$ cat src/rtl/fetch_unit.sv
// fetch_unit: PC owner, sequential fetch from a 1-cycle sync imem,
// DEPTH-entry {pc,instr} queue to decode over valid/ready, redirect flush.
// Ports:
//   clock, reset              : clock, synchronous active-high reset
//   imem_en, imem_addr        : fetch request and address
//   imem_rdata                : instruction, one cycle after imem_en
//   redirect_valid/pc         : new PC, flushes queue and in-flight fetch
//   out_valid/ready/pc/instr  : head of fetch queue to decode
//   count                     : entries currently queued
module fetch_unit #(
  parameter int XLEN = 64,
  parameter int IW = 32,
  parameter int DEPTH = 4,
  parameter logic [XLEN-1:0] RESET_PC = '0
) (
  input  logic                       clock,
  input  logic                       reset,
  output logic                       imem_en,
  output logic [XLEN-1:0]            imem_addr,
  input  logic [IW-1:0]              imem_rdata,
  input  logic                       redirect_valid,
  input  logic [XLEN-1:0]            redirect_pc,
  output logic                       out_valid,
  input  logic                       out_ready,
  output logic [XLEN-1:0]            out_pc,
  output logic [IW-1:0]              out_instr,
  output logic [$clog2(DEPTH):0]     count
);

  localparam int AW = $clog2(DEPTH);
  localparam int CW = AW + 1;
  localparam logic [CW:0] DEPTH_W = (CW+1)'(DEPTH);

  logic [XLEN-1:0] fetch_pc;
  logic [XLEN-1:0] inflight_pc;
  logic            inflight;
  logic [AW-1:0]   rd_ptr;
  logic [AW-1:0]   wr_ptr;
  logic [XLEN-1:0] q_pc [DEPTH];
  logic [IW-1:0]   q_instr [DEPTH];

  logic [CW:0]     used;
  logic            push;
  logic            pop;
  logic            unused_lsb;

  assign unused_lsb = ^redirect_pc[1:0];

  // Queued plus outstanding entries; a request is only
  // issued when its response is guaranteed a slot.
  assign used = {1'b0, count} + {{CW{1'b0}}, inflight};

  assign imem_en = !reset && !redirect_valid && (used < DEPTH_W);
  assign imem_addr = fetch_pc;

  assign push = inflight && !redirect_valid && !reset;
  assign out_valid = (count != '0) && !redirect_valid;
  assign pop = out_valid && out_ready;

  assign out_pc = q_pc[rd_ptr];
  assign out_instr = q_instr[rd_ptr];

  always_ff @(posedge clock) begin
    if (reset) begin
      fetch_pc <= RESET_PC;
      inflight <= 1'b0;
      inflight_pc <= '0;
      rd_ptr <= '0;
      wr_ptr <= '0;
      count <= '0;
    end else if (redirect_valid) begin
      fetch_pc <= {redirect_pc[XLEN-1:2], 2'b00};
      inflight <= 1'b0;
      rd_ptr <= '0;
      wr_ptr <= '0;
      count <= '0;
    end else begin
      inflight <= imem_en;
      if (imem_en) begin
        fetch_pc <= fetch_pc + XLEN'(4);
        inflight_pc <= fetch_pc;
      end
      if (push) wr_ptr <= wr_ptr + AW'(1);
      if (pop) rd_ptr <= rd_ptr + AW'(1);
      unique case ({push, pop})
        2'b10:   count <= count + CW'(1);
        2'b01:   count <= count - CW'(1);
        default: count <= count;
      endcase
    end
  end

  // Storage has no reset; entries are only read when counted.
  always_ff @(posedge clock) begin
    if (push) begin
      q_pc[wr_ptr] <= inflight_pc;
      q_instr[wr_ptr] <= imem_rdata;
    end
  end

endmodule

$ cat config.mk
export PLATFORM = sky130hd
export DESIGN_NAME = fetch_unit
export DESIGN_NICKNAME = d
export VERILOG_FILES = /design/src/rtl/fetch_unit.sv
export SDC_FILE = /design/constraint.sdc
export NUM_CORES = 1
export LEC_CHECK = 0
export CAP_MARGIN = 20
export CORE_ASPECT_RATIO = 0.6
export CORE_UTILIZATION = 55
export CTS_CLUSTER_DIAMETER = 60
export DETAILED_ROUTE_END_ITERATION = 8
export GPL_ROUTABILITY_DRIVEN = 0
export PLACE_DENSITY = 0.8
export SYNTH_ARGS = -nofsm -noshare
export SYNTH_HDL_FRONTEND = slang
export SYNTH_SLANG_ARGS = --single-unit
$ cat constraint.sdc
create_clock -name clock -period 5.21 [get_ports clock]
set_clock_uncertainty 0.15 [all_clocks]
set_input_delay 1.042 -clock clock [delete_from_list [all_inputs] [get_ports clock]]
set_output_delay 1.042 -clock clock [all_outputs]
set_load 0.01 [all_outputs]
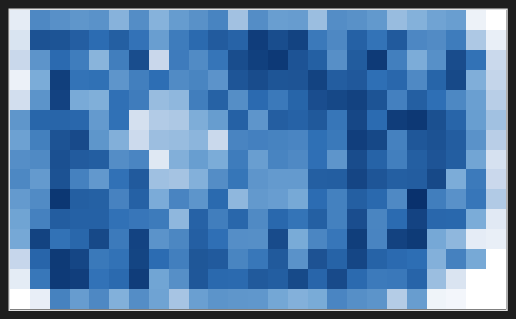
(run_1/util_map.png)
(2 px per µm) The die is cut into 25 by 15 equal tiles; white is low, dark blue is high, 0 to 100% covered.
tiles over 75% full: 37%
emptiest ninth of the die: lower right
nearly empty tiles: 1.9%
mean over tiles: 65%
fullest tile: 99%

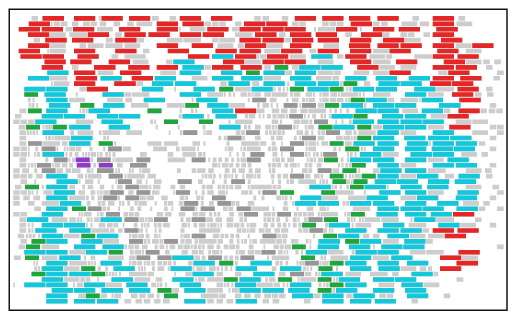
(run_1/ff_map.png)
(2 px per µm) Other sequential cells in the stronger grey, the rest of the logic in the fainter grey.
legend:
  inflight_pc:
    colour: green
    flops: 62
    where: widely spread
  q_pc:
    colour: cyan
    flops: 248
    where: widely spread
  count:
    colour: purple
    flops: 3
  q_instr:
    colour: red
    flops: 128
    where: a horizontal strip, top
not coloured: 69

==> results_dict.tcl, run 1 <==
# place-and-route summary
set metrics [dict create \
    fillCellCount 2370 \
    r2r-start "imem_addr[9]" \
    mi_logic_area_um2 5669 \
    power_frac_clock 0.405 \
    ys_sh_adder 0.004755 \
    seq_share 0.5691 \
    grt_start_max_net_pins 88 \
    min_delay_path_depth 2 \
    top_regs "q_pc: 248 flops, q_instr: 128 flops" \
    num_tap_cells 467 \
    xor_share 0.006569 \
    path_cells "buf_12 > mux4_2 > clkdlybuf4s50_1" \
    syn_area_per_cell_um2 14.99 \
    comb-power_mw 0.377 \
    worst_ep_arrival_time_ns 2.81 \
    worst_slack_ns 1.212 \
    setup_tns_ns 0 \
    cp_max_fo 53 \
    path_class "flop to output port" \
    fp.dieW_um 248.2 \
    outcome "finished clean" \
    reg2reg_to "imem_addr[43]" \
    slew_headroom 0.2532 \
    top_register "q_pc" \
    yosysUniqueCellTypes 63 \
    n_all_inverters 16 \
    grt_pass1_vias 12340 \
    dp.cells 1996 \
    internal_power_mw 6.462 \
    logic_family "multiplexers" \
    lay_top_cells "376 x edfxtp_1, 256 x clkdlybuf4s50_1, 191 x nand2_1" \
    layout_top_cell "edfxtp_1" \
    drv_cap 0 \
    endpoint "out_pc[22]" \
    comb_share 0.2308 \
    ir_drop_mv 0.2140 \
    min_period_ns 3.998 \
    portBuffers 258 \
    drc 0 \
    setup_violations 0 \
    htreeDepth 2 \
    hold_viol_final 0 \
    hp-start "inflight_pc[56]" \
    yosys.area_share.simple 0.09960 \
    mux_share 0.1150 \
    cpLargestDelayFamily "buffers and inverters" \
    drive_gt1_frac 0.1259 \
    reg2regPathDepth 5 \
    ys_async_sr_fraction 0 \
    nets 1683 \
    comb_cells 726 \
    p_seq_frac 0.549 \
    cts_buffer_depth 3 \
    clkCellAreaFrac 0.05959 \
    cts_buffers 45 \
    r2r_slack_ns 1.68 \
    hpwl_um 31750 \
    synthTopCellsByArea "edfxtp_1 56%, dfxtp_1 13%, mux4_2 11%, nand2_1 3.6%, a21oi_1 2.5%" \
    yosysMostFrequentCell "edfxtp_1" \
    dp_slack_ns 1.556 \
    syn_inst 1334 \
    min_to "inflight_pc[56]" \
    vias 12930 \
]
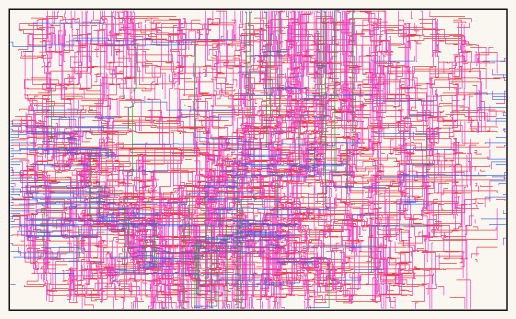
(run_1/layers.png)
(2 px per µm)
legend:
  M2:
    colour: magenta
    wire_length: 24.0 mm
  M1:
    colour: red
    wire_length: 20.7 mm
  M4:
    colour: green
    wire_length: 1520 µm
  M3:
    colour: blue
    wire_length: 4240 µm
Total Wirelength: 50520 µm
Routed WL per cell: 24.22 µm

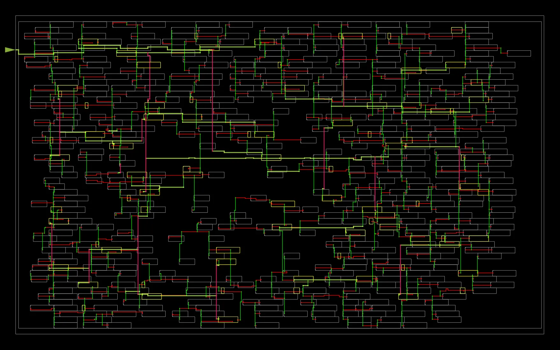
(run_1/clock_nets.png)
Clock Sinks: 510
Skew-Pair Late Insertion Delay: 0.56 ns

-- run 1: routing by layer --
metal  GRT usage  wire [µm]  up-vias
li1            -          -     5676
met1      0.3957      20740     6483
met2      0.4325      24020      672
met3     0.04017       4244      101
met4     0.08140       1518        0
met5           0          0        -
-- run 1: through the flow --
stage	area [µm²]	power (mW)	hold slack, ns	util
2_1_floorplan	20010	4.688	0.3100	-
3_3_place_gp	23090	4.918	0.3243	0.6520
3_5_place_dp	23090	4.933	0.3360	0.6520
4_1_cts	24550	8.199	0.3450	0.6933
5_1_grt	24570	8.372	0.3640	0.6937
6_report	24570	8.154	0.3434	0.6937
==> run_1/m4.png <==
(3 px per µm) Supply wires on this layer in grey. Cells faint in the background.
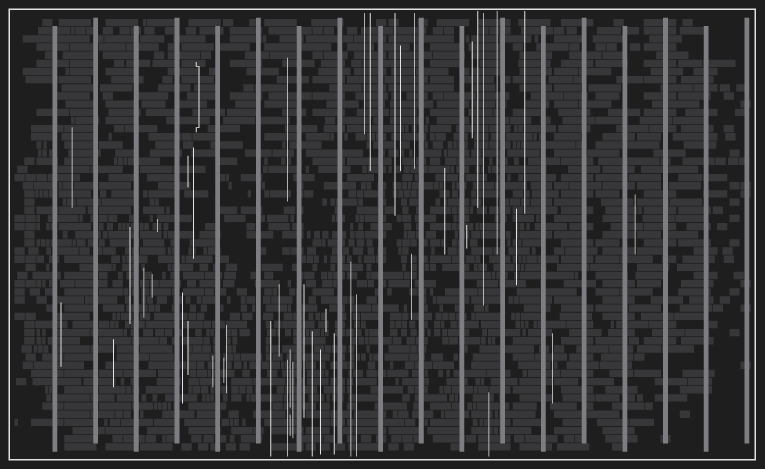

==> run 2: changes to the inputs <==
--- a/config.mk
+++ b/config.mk
@@ -7,11 +7,11 @@
 export LEC_CHECK = 0
 export CAP_MARGIN = 20
 export CORE_ASPECT_RATIO = 0.6
-export CORE_UTILIZATION = 55
+export CORE_UTILIZATION = 50
 export CTS_CLUSTER_DIAMETER = 60
 export DETAILED_ROUTE_END_ITERATION = 8
 export GPL_ROUTABILITY_DRIVEN = 0
-export PLACE_DENSITY = 0.8
+export PLACE_DENSITY = 0.76
 export SYNTH_ARGS = -nofsm -noshare
 export SYNTH_HDL_FRONTEND = slang
 export SYNTH_SLANG_ARGS = --single-unit
==> constraint.sdc (replaced) <==
create_clock -name clock -period 3.3 [get_ports clock]
set_clock_uncertainty 0.15 [all_clocks]
set_input_delay 0.66 -clock clock [delete_from_list [all_inputs] [get_ports clock]]
set_output_delay 0.66 -clock clock [all_outputs]
set_load 0.01 [all_outputs]
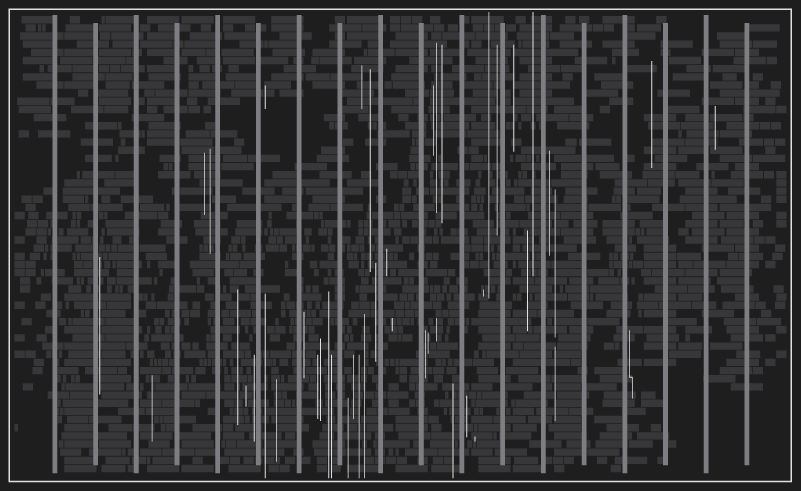
(run_2/m4.png)
(3 px per µm) Supply wires on this layer in grey. Cells faint in the background.
nets with wire on the layer: 30
longest straight run: 95.2 µm
detailed-route via count: 12890
Total Wirelength: 51320 µm

==> results_dict.tcl, run 2 <==
# place-and-route summary
set metrics [dict create \
    outcome "finished clean" \
    worst_slack_ns 0.09881 \
    cp_max_fo 19 \
    syn_inst 1334 \
    portBuffers 258 \
    ys_async_sr_fraction 0 \
    lay_top_cells "376 x edfxtp_1, 256 x clkdlybuf4s50_1, 191 x nand2_1" \
    setup_violations 0 \
    mi_logic_area_um2 5669 \
    dp_slack_ns 0.3862 \
    synthTopCellsByArea "edfxtp_1 56%, dfxtp_1 13%, mux4_2 11%, nand2_1 3.6%, a21oi_1 2.5%" \
    seq_share 0.5574 \
    ir_drop_mv 0.3334 \
    min_to "inflight_pc[31]" \
    htreeDepth 2 \
    num_tap_cells 522 \
    comb-power_mw 0.643 \
    path_cells "buf_12 > buf_12 > mux4_2 > clkdlybuf4s50_1" \
    drive_gt1_frac 0.1518 \
    syn_area_per_cell_um2 14.99 \
    path_class "flop to output port" \
    cts_buffer_depth 3 \
    hp-start "inflight_pc[31]" \
    power_frac_clock 0.412 \
    top_regs "q_pc: 248 flops, q_instr: 128 flops" \
    comb_cells 726 \
    grt_pass1_vias 12500 \
    slew_headroom 0.4722 \
    layout_top_cell "edfxtp_1" \
    r2r-start "imem_addr[9]" \
    wl_per_cell_um 23.57 \
    dp.cells 2087 \
    clock_latency_ns 0.57 \
    reg2reg_to "imem_addr[51]" \
    nets 1723 \
    min_delay_path_depth 2 \
    n_all_inverters 16 \
    cts_sinks 510 \
    drc 0 \
    reg2regPathDepth 5 \
    comb_share 0.2260 \
    worst_ep_arrival_time_ns 2.39 \
    cpLargestDelayFamily "buffers and inverters" \
    min_period_ns 3.201 \
]
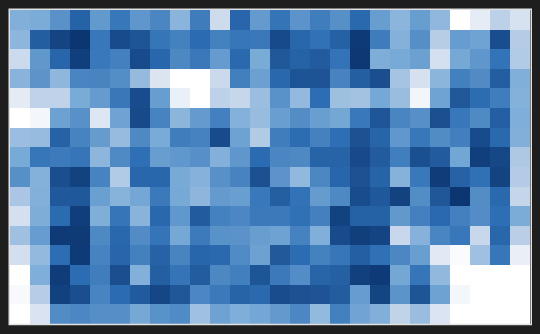
(run_2/util_map.png)
(2 px per µm) The die is cut into 26 by 16 equal tiles; white is low, dark blue is high, 0 to 100% covered.
fullest tile: 98%
emptiest ninth of the die: lower right
tiles over 75% full: 29%
nearly empty tiles: 4.3%
mean over tiles: 60%
core area: 39240 µm²
fin util: 0.6392

run 2: cells by family (layout without fill, tap and decap cells):
group / Yosys count / after routing / share of synthesized area
adders and majority gates: 7 / 7 / 0.004755
buffers and inverters: 101 / 417 / 0.02008
muxes: 111 / 111 / 0.1150
and+or+nand+nor: 408 / 408 / 0.09960
other: 1 / 6 / 0.0001875
xor gates and xnor gates: 15 / 15 / 0.006569
AOI/OAI and AO/OA: 181 / 181 / 0.05512
DFF: 510 / 510 / 0.6987
run 2: per-layer routing:
| layer | GRT usage | share of wire | up-vias |
|---|---|---|---|
| met5 | 0 | 0 | - |
| met4 | 0.08076 | 0.028 | 0 |
| met3 | 0.04058 | 0.074 | 96 |
| met2 | 0.3946 | 0.47 | 552 |
| met1 | 0.3609 | 0.42 | 6487 |
| li1 | - | - | 5752 |
Power and IR drop assume default switching activity.
